--- src/rtl/axi_r_fifo_reader.sv ---
`default_nettype none
// ============================================================================
// Module  : axi_r_fifo_reader
// Brief   : Drains packed R beats from a FIFO into an AXI4 R channel through a
//           2-entry flop-based skid buffer. Optional macro R_LAST_CHECK_EN adds
//           an ARLEN queue and a sticky RLAST-mismatch flag.
// Revision: 1.0
// ============================================================================
module axi_r_fifo_reader #(
    parameter int ID_W   = 8,
    parameter int DATA_W = 32,
    parameter int PKT_W  = ID_W + DATA_W + 3
) (
    input  logic              rclk,
    input  logic              rrst_n,
    input  logic [PKT_W-1:0]  fifo_rdata,
    input  logic              fifo_rempty,
    output logic              fifo_rpop,
    output logic [ID_W-1:0]   RID,
    output logic [DATA_W-1:0] RDATA,
    output logic [1:0]        RRESP,
    output logic              RLAST,
    output logic              RVALID,
    input  logic              RREADY,
    output logic [7:0]        beat_cnt,
    output logic              burst_done,
    input  logic              len_valid,
    output logic              len_ready,
    input  logic [7:0]        len,
    output logic              err_last
);

    localparam int C_PL_W = ID_W + DATA_W + 3;

    localparam logic [1:0] C_EMPTY = 2'd0;
    localparam logic [1:0] C_ONE   = 2'd1;
    localparam logic [1:0] C_TWO   = 2'd2;

    logic [1:0]        r_state;
    logic [C_PL_W-1:0] r_skid;
    logic [C_PL_W-1:0] w_in;
    logic              w_hs;
    logic              w_pop;

    assign w_in = fifo_rdata[C_PL_W-1:0];
    assign w_hs = RVALID && RREADY;
    // A slot freed by this cycle's handshake can be refilled in the same cycle.
    assign w_pop = rrst_n && !fifo_rempty && ((r_state != C_TWO) || w_hs);
    assign fifo_rpop = w_pop;

    always_ff @(posedge rclk) begin
        if (!rrst_n) begin
            r_state <= C_EMPTY;
            RVALID  <= 1'b0;
            RID     <= '0;
            RDATA   <= '0;
            RRESP   <= '0;
            RLAST   <= 1'b0;
            r_skid  <= '0;
        end else begin
            case (r_state)
                C_EMPTY: begin
                    if (w_pop) begin
                        {RID, RDATA, RRESP, RLAST} <= w_in;
                        RVALID  <= 1'b1;
                        r_state <= C_ONE;
                    end
                end
                C_ONE: begin
                    if (w_pop && !w_hs) begin
                        r_skid  <= w_in;
                        r_state <= C_TWO;
                    end else if (w_pop && w_hs) begin
                        {RID, RDATA, RRESP, RLAST} <= w_in;
                    end else if (w_hs) begin
                        RVALID  <= 1'b0;
                        r_state <= C_EMPTY;
                    end
                end
                C_TWO: begin
                    // Output register always takes the older skid entry first.
                    if (w_hs) begin
                        {RID, RDATA, RRESP, RLAST} <= r_skid;
                        if (w_pop) begin
                            r_skid <= w_in;
                        end else begin
                            r_state <= C_ONE;
                        end
                    end
                end
                default: begin
                    RVALID  <= 1'b0;
                    r_state <= C_EMPTY;
                end
            endcase
        end
    end

    always_ff @(posedge rclk) begin
        if (!rrst_n) begin
            beat_cnt   <= 8'd0;
            burst_done <= 1'b0;
        end else begin
            burst_done <= w_hs && RLAST;
            if (w_hs) begin
                beat_cnt <= RLAST ? 8'd0 : beat_cnt + 8'd1;
            end
        end
    end

`ifdef R_LAST_CHECK_EN
    logic [7:0] r_lq [4];
    logic [1:0] r_wp;
    logic [1:0] r_rp;
    logic [2:0] r_lcnt;
    logic       r_err;
    logic       w_push;
    logic       w_lpop;
    logic [7:0] w_head;
    logic       w_mis;

    assign len_ready = (r_lcnt != 3'd4);
    assign w_push    = len_valid && len_ready;
    assign w_lpop    = w_hs && RLAST && (r_lcnt != 3'd0);
    assign w_head    = r_lq[r_rp];
    // beat_cnt is the zero-based index of the beat in flight, so it equals ARLEN on the last beat.
    assign w_mis     = (r_lcnt == 3'd0) || (RLAST ? (beat_cnt != w_head) : (beat_cnt == w_head));
    assign err_last  = r_err;

    always_ff @(posedge rclk) begin
        if (w_push) begin
            r_lq[r_wp] <= len;
        end
    end

    always_ff @(posedge rclk) begin
        if (!rrst_n) begin
            r_wp   <= 2'd0;
            r_rp   <= 2'd0;
            r_lcnt <= 3'd0;
            r_err  <= 1'b0;
        end else begin
            if (w_push) begin
                r_wp <= r_wp + 2'd1;
            end
            if (w_lpop) begin
                r_rp <= r_rp + 2'd1;
            end
            r_lcnt <= r_lcnt + {2'b00, w_push} - {2'b00, w_lpop};
            if (w_hs && w_mis) begin
                r_err <= 1'b1;
            end
        end
    end
`else
    logic w_unused_len;

    assign w_unused_len = ^{len_valid, len};
    assign len_ready    = 1'b1;
    assign err_last     = 1'b0;
`endif

endmodule
`default_nettype wire

--- config.mk ---
export PLATFORM = sky130hd
export DESIGN_NAME = axi_r_fifo_reader
export DESIGN_NICKNAME = d
export VERILOG_FILES = /design/src/rtl/axi_r_fifo_reader.sv
export SDC_FILE = /design/constraint.sdc
export NUM_CORES = 1
export LEC_CHECK = 0
export CAP_MARGIN = 20
export CORE_MARGIN = 2
export CORE_UTILIZATION = 35
export DETAILED_ROUTE_END_ITERATION = 12
export PLACE_DENSITY = 0.68
export SLEW_MARGIN = 0
export SYNTH_ARGS = -nofsm -noshare
export SYNTH_HDL_FRONTEND = slang
export SYNTH_SLANG_ARGS = --single-unit
--- constraint.sdc ---
create_clock -name rclk -period 3.1 [get_ports rclk]
set_input_delay 0.465 -clock rclk [delete_from_list [all_inputs] [get_ports rclk]]
set_output_delay 0.465 -clock rclk [all_outputs]
set_load 0.03 [all_outputs]
==> changes_impl.md, run 1 <==
### Metrics

* Outcome: complete, no violations
* Main flop type: dfxtp_1
* Top cells by count: dfxtp_1 (98), nand2_1 (92), mux2i_1 (87), a211oi_1 (46), a211oi_2 (40)
* Floorplan Nets at 523
* I/O Buffers at 100
* Largest net degree at the start of global routing at 91
* Crit-path max cell delay at 0.70 ns
* LEAKAGE at 2.28 nW
* N_diodes at 0
* Fraction of layout instances using a drive strength above 1 at 14.2%
* Max cap viols at 0
* Synth warnings at 0
* Area delta synth->final at 26.0%
* Placed inst area at 0.00569 mm2
* P_comb at 0.740 mW
* Synth Cell Area at 0.00474 mm2
* Total power at 3.25 mW
* Final setup TNS at 0 ns
* Clk pwr share at 33.8%
* Sequential share of cell area at 32.8%
* Wire per inst at 16.4 um
* Post-synth area hogs: dfxtp_1 (41%), mux2i_1 (18%), a211oi_2 (11%)
* M1 WL at 5.57 mm
* Post-synth EDFFs at 0
* Leading cell kind: multi-input combinational cells
* Total GRT Usage at 16.7%
* Worst hold path class: flop to flop
* Clock-cell share at 4.79%
* Least-Margin Pin Slew at 0.916 ns
* Worst path required time at 2.63 ns
* RSZ-0062 raised after global routing: no
* Yosys reg bits at 98
* Dpl cells at 703
* Post-CTS Hold Buffers at 0
* Fin crit period at 2.47 ns
* Placer Congestion at 0.764
* Die Width at 120 um
* Comb area at 0.00241 mm2
* Row count at 42
* Setup ws final at 0.634 ns
* Setup crit start kind: primary input
run 1: registers in the layout, indices dropped and copies added, names as in the netlist:
register	flops
RDATA	32
RID	8
RLAST	1
RRESP	2
RVALID	1
beat_cnt	8
burst_done	1
r_skid	43
r_state	2
run 1: final timing paths:
check,from,to,cells past startpoint
max,RREADY,fifo_rpop,4
min reg2reg,r_skid[12]$_SDFFE_PN0P_,r_skid[12]$_SDFFE_PN0P_,2
max reg2reg,RVALID$_SDFFE_PN0P_,RDATA[16]$_SDFFE_PN0P_,4
min,r_skid[12]$_SDFFE_PN0P_,r_skid[12]$_SDFFE_PN0P_,2
run 1: routing by layer:
layer | GRT usage, % | vias up
met5 | 0 | -
met4 | 4.22 | 0
met3 | 4.34 | 6
met2 | 26.7 | 77
met1 | 22.5 | 1856
li1 | - | 1815
### The metal 1 layer, run 1

Scale bar: 20 um.
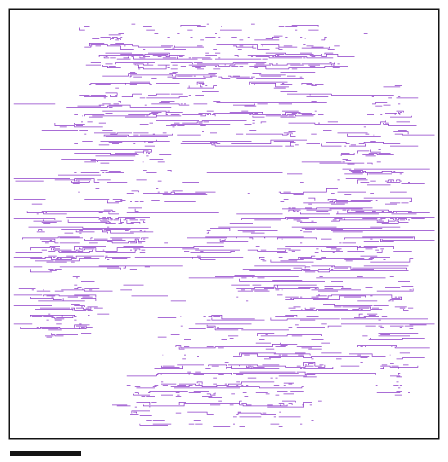
longest straight run	41.9 um
nets with wire on the layer	522

### Signal wires on met2, run 1

Scale bar: 20 um.
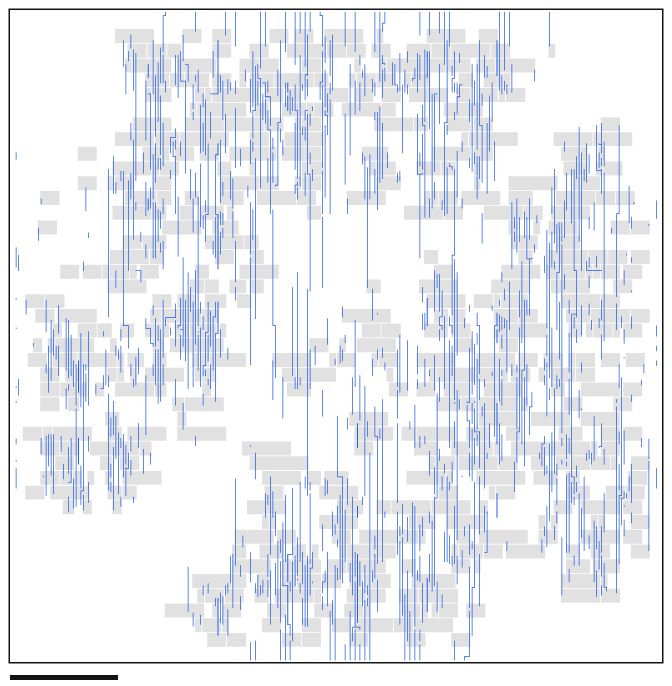
share of all routed wire	47%
wire length on this layer	5530 um

### Met3 routing, run 1

Scale bar: 20 um.
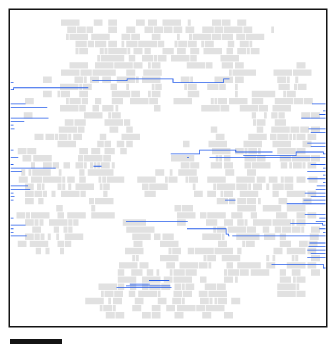
wire length on this layer	617 um
main direction	horizontal
longest straight run	43.9 um
nets with wire on the layer	64
share of all routed wire	5.2%

### Placement density heat map, run 1

12 x 12 tiles, from white (low) to dark blue (high), 0 to 100% covered.
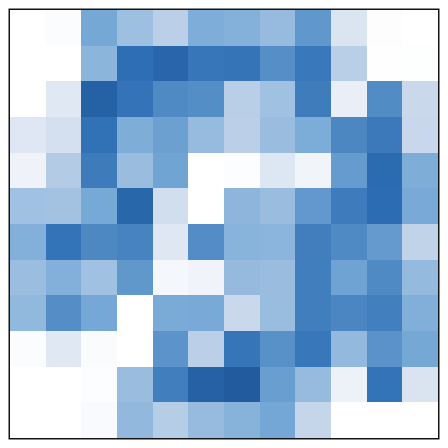

==> inputs of run 2 (changes only) <==
- clock period: 3.1 -> 2.57 ns (I/O delays scaled with it)
### Placement density heat map, run 2

12 x 12 tiles, from white (low) to dark blue (high), 0 to 100% covered.
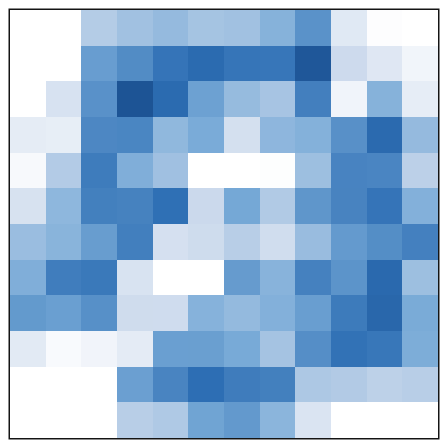
fullest tile	86%
tiles over 75% full	5.6%
emptiest ninth of the die	bottom left
nearly empty tiles	15%
densest ninth of the die	right middle
mean over tiles	40%

### Signal wires on met2, run 2

Scale bar: 20 um.
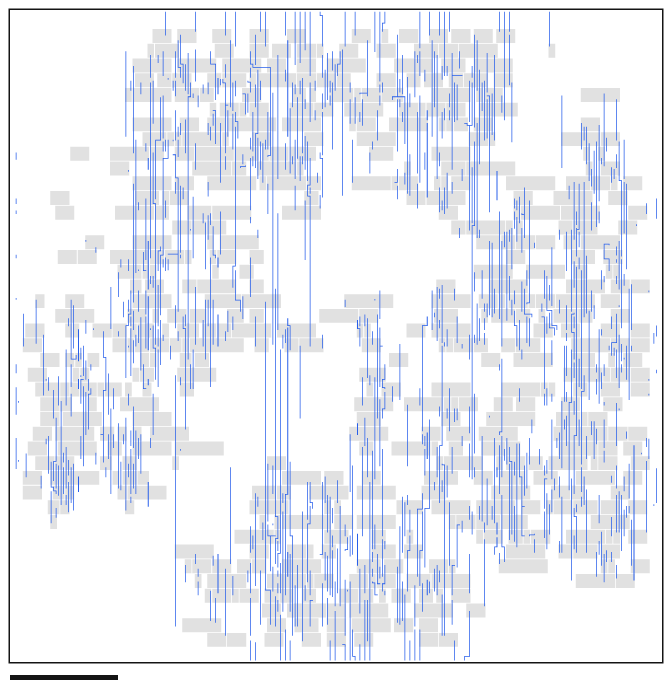
longest straight run	53.2 um
share of all routed wire	47%
wire length on this layer	5580 um

### Met3 routing, run 2

Scale bar: 20 um.
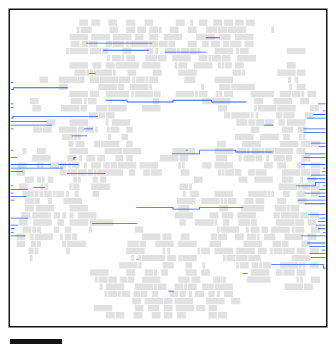
longest straight run	32.2 um
wire length on this layer	613 um
nets with wire on the layer	71
main direction	horizontal
share of all routed wire	5.1%

==> run 2 against run 1 <==
Effect of this change: clock-buffer cell count rose by 4; clock skew fell by 0.0028 ns; critical endpoint unchanged; cell count rose by 0.14%; worst hold slack got worse by 0.13 ns; power rose by 17%; routed wire length rose by 1.0%.
==> changes_impl.md, run 2 <==
### Metrics

* Main flop type: dfxtp_1
* Final setup TNS at 0 ns (unchanged)
* Synth Cell Area at 0.00474 mm2 (unchanged)
* Max FFs per register at 43 (unchanged)
* Placer Congestion at 0.812 (+6.3%)
* Total power at 3.82 mW (+17%)
* Worst hold path class: primary input to flop
* Critical Path Start: RREADY
* Fraction of layout instances using a drive strength above 1 at 13.8% (-0.39 points)
* Outcome: complete, no violations
* Worst hold path endpoint: burst_done$_SDFF_PN0_
* LEAKAGE at 2.28 nW (about the same)
* WP depth at 4 (unchanged)
* Placed inst area at 0.00574 mm2 (+0.84%)
* Max cap viols at 0 (unchanged)
* R2r startpoint: RVALID$_SDFFE_PN0P_
* Post-CTS Hold Buffers at 0 (unchanged)
* Fin crit period at 2.12 ns
* Top cells by count: dfxtp_1 (98), nand2_1 (92), mux2i_1 (87), a211oi_1 (46), a211oi_2 (40)
* Busiest layer in global routing: met2
* Crit-path max cell delay at 0.58 ns (-0.12 ns)
* Reg2reg end: r_skid[5]$_SDFFE_PN0P_
* Synth warnings at 0 (unchanged)
* Worst path required time at 2.18 ns (-0.45 ns)
* Row count at 42 (unchanged)
* Wire per inst at 16.6 um (+0.87%)
* Worst Hold Launch: rrst_n
* M1 GR Usage at 21.6% (-0.94 points)
* Biggest regs: r_skid: 43 flops, RDATA: 32 flops
* Setup ws final at 0.453 ns (-0.181 ns)
* Met2 usage at 28.1% (+1.4 points)
* Area delta synth->final at 26.3%
* Post-synth area hogs: dfxtp_1 (41%), mux2i_1 (18%), a211oi_2 (11%)
* Die Width at 120 um (unchanged)
* Largest reg by FF count: r_skid
* Crit path capture: fifo_rpop
## run 2: cell families (layout without fill, tap and decap cells)
kind of cell | count (synthesis) | count (layout) | synth area share, %
simple gates | 117 | 117 | 10.4
fa+ha+maj | 1 | 1 | 0.264
flops | 98 | 98 | 41.4
buf+inv | 53 | 131 | 8.10
compound gates | 106 | 106 | 21.0
xor+xnor | 2 | 2 | 0.369
other cells | 2 | 2 | 0.158
mux | 87 | 87 | 18.4
## run 2: area by class of cell
type | instances | area (um2)
well taps | 176 | 220
multi-input cells | 315 | 2410
inverters | 3 | 11.3
clock buffers | 14 | 254
fillers | 1276 | 7250
flip-flops and latches | 98 | 1960
repair buffers | 114 | 1140
## run 2: report_power, final
group	total, mW	internal, mW	switching [mW]
Combinational	0.905	0.397	0.507
Clock	1.21	0.674	0.533
Sequential	1.70	1.63	0.0726
### Track usage over the die, run 2

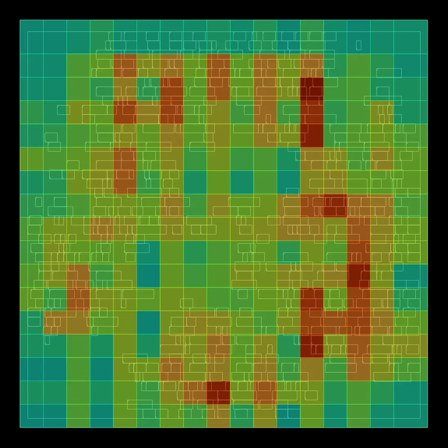

==> inputs of run 3 (changes only) <==
- clock period: 2.57 -> 2.2 ns (I/O delays scaled with it)
### Track usage over the die, run 3

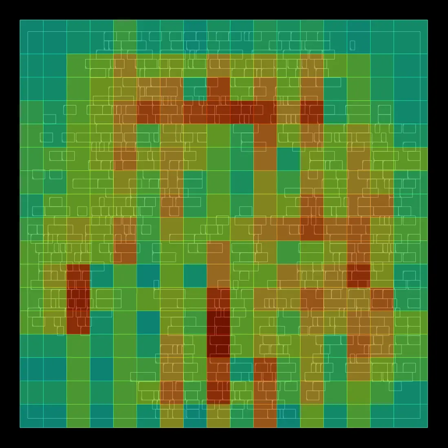
met2 usage: 27.6%
Total GRT Usage: 16.7%

### Met3 routing, run 3

Scale bar: 20 um.
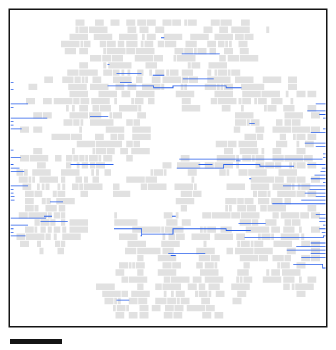
share of all routed wire	5.1%
main direction	horizontal
wire length on this layer	624 um
longest straight run	54.3 um

==> run 3 against run 2 <==
Effect of this change: synthesized cell count did not move; largest power group unchanged; clock-buffer cell count fell by 2; clock power is about 30% higher; critical path depth decreased by 1; register-to-register slack got worse by 0.27 ns; non-clock buffer count up 4; flip-flop count is the same; die area is the same; design area rose by 1.5%.
==> changes_impl.md, run 3 <==
### Metrics

* Outcome: complete, no violations
* Psw at 1.35 mW (+21%)
* Main flop type: dfxtp_1
* WP depth at 3 (-1)
* Wire per inst at 16.8 um (+1.1%)
* Power Sequential at 1.99 mW (+17%)
* Critical Path Start: RVALID$_SDFFE_PN0P_
* Fin crit period at 2.06 ns
* Crit-path max cell delay at 0.58 ns (about the same)
* R2R depth at 4
* Clk pwr share at 33.8% (+2.2 points)
* Fillers at 1257 (-1.5%)
* Synth warnings at 0 (unchanged)
* Register area at 0.00196 mm2 (unchanged)
* Row count at 42 (unchanged)
* Largest reg by FF count: r_skid
* Biggest regs: r_skid: 43 flops, RDATA: 32 flops
* Die ar. at 0.0145 mm2
* Worst path required time at 1.87 ns (-0.31 ns)
* Max cap viols at 0 (unchanged)
* Worst hold path endpoint: burst_done$_SDFF_PN0_
* Switching Fraction at 29.1% (-0.095 points)
* Worst Hold Launch: rrst_n
* Largest net degree at the start of global routing at 55
* Sequential Power Share at 42.9% (-1.8 points)
* Reg2reg end: r_skid[42]$_SDFFE_PN0P_
* Die Width at 120 um (unchanged)
* Final setup TNS at 0 ns (unchanged)
* Placed inst area at 0.00579 mm2 (+0.96%)
* Area delta synth->final at 28.2%
* Synth Cell Area at 0.00474 mm2 (unchanged)
* Yosys Instances at 466
* Post-CTS Hold Buffers at 0 (unchanged)
* R2r startpoint: RVALID$_SDFFE_PN0P_
* P_comb at 1.08 mW (+20%)
* Top power group: registers
* Top cells by count: dfxtp_1 (98), nand2_1 (92), mux2i_1 (87), a211oi_1 (46), a211oi_2 (40)
* Crit path capture: fifo_rpop
* Max FFs per register at 43 (unchanged)
* Clock group at 1.57 mW (+30%)
* Total power at 4.63 mW (+21%)
* Combinational share of power at 23.2% (-0.5 points)
* Comb area at 0.00241 mm2 (unchanged)
* Vias in the first global route at 3934
### Signal wires on met2, run 3

Scale bar: 20 um.
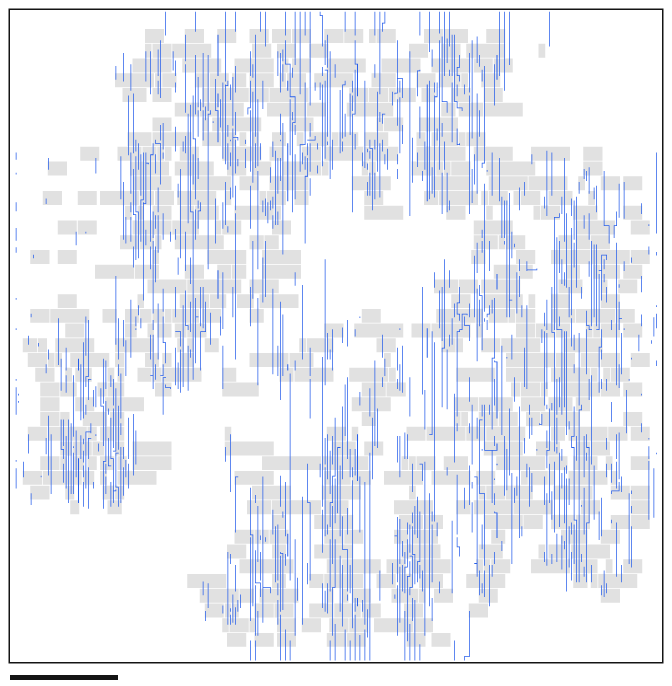
share of all routed wire	47%
longest straight run	38.2 um

[run 3: cell counts after synthesis]
No cell type changed its count.
[run 3: metal layers]
metal / wire length [um] / track usage (%) / vias to the layer above
li1: - / - / 1834
met4: 121 / 4.43 / 0
met5: 0 / 0 / -
met1: 5680 / 21.6 / 1844
met2: 5750 / 27.6 / 102
met3: 624 / 4.58 / 11
[run 3: cell families after synthesis]
logic type / share of synthesized area, %
simple gates: 10.4
compound gates: 21.0
flops: 41.4
mux: 18.4
buf+inv: 8.10
other cells: 0.158
xor+xnor: 0.369
fa+ha+maj: 0.264
[run 3: final cells by class]
type	instances	share of cell area, %
multi-input cells	315	39.6
diodes	1	0.0412
inverters	3	0.185
flip-flops and latches	98	32.3
clock buffers	12	4.05
well taps	176	3.62
clock inverters	3	0.658
repair buffers	118	19.6
Power figures rest on the tool's default switching activity, not on a simulated workload.
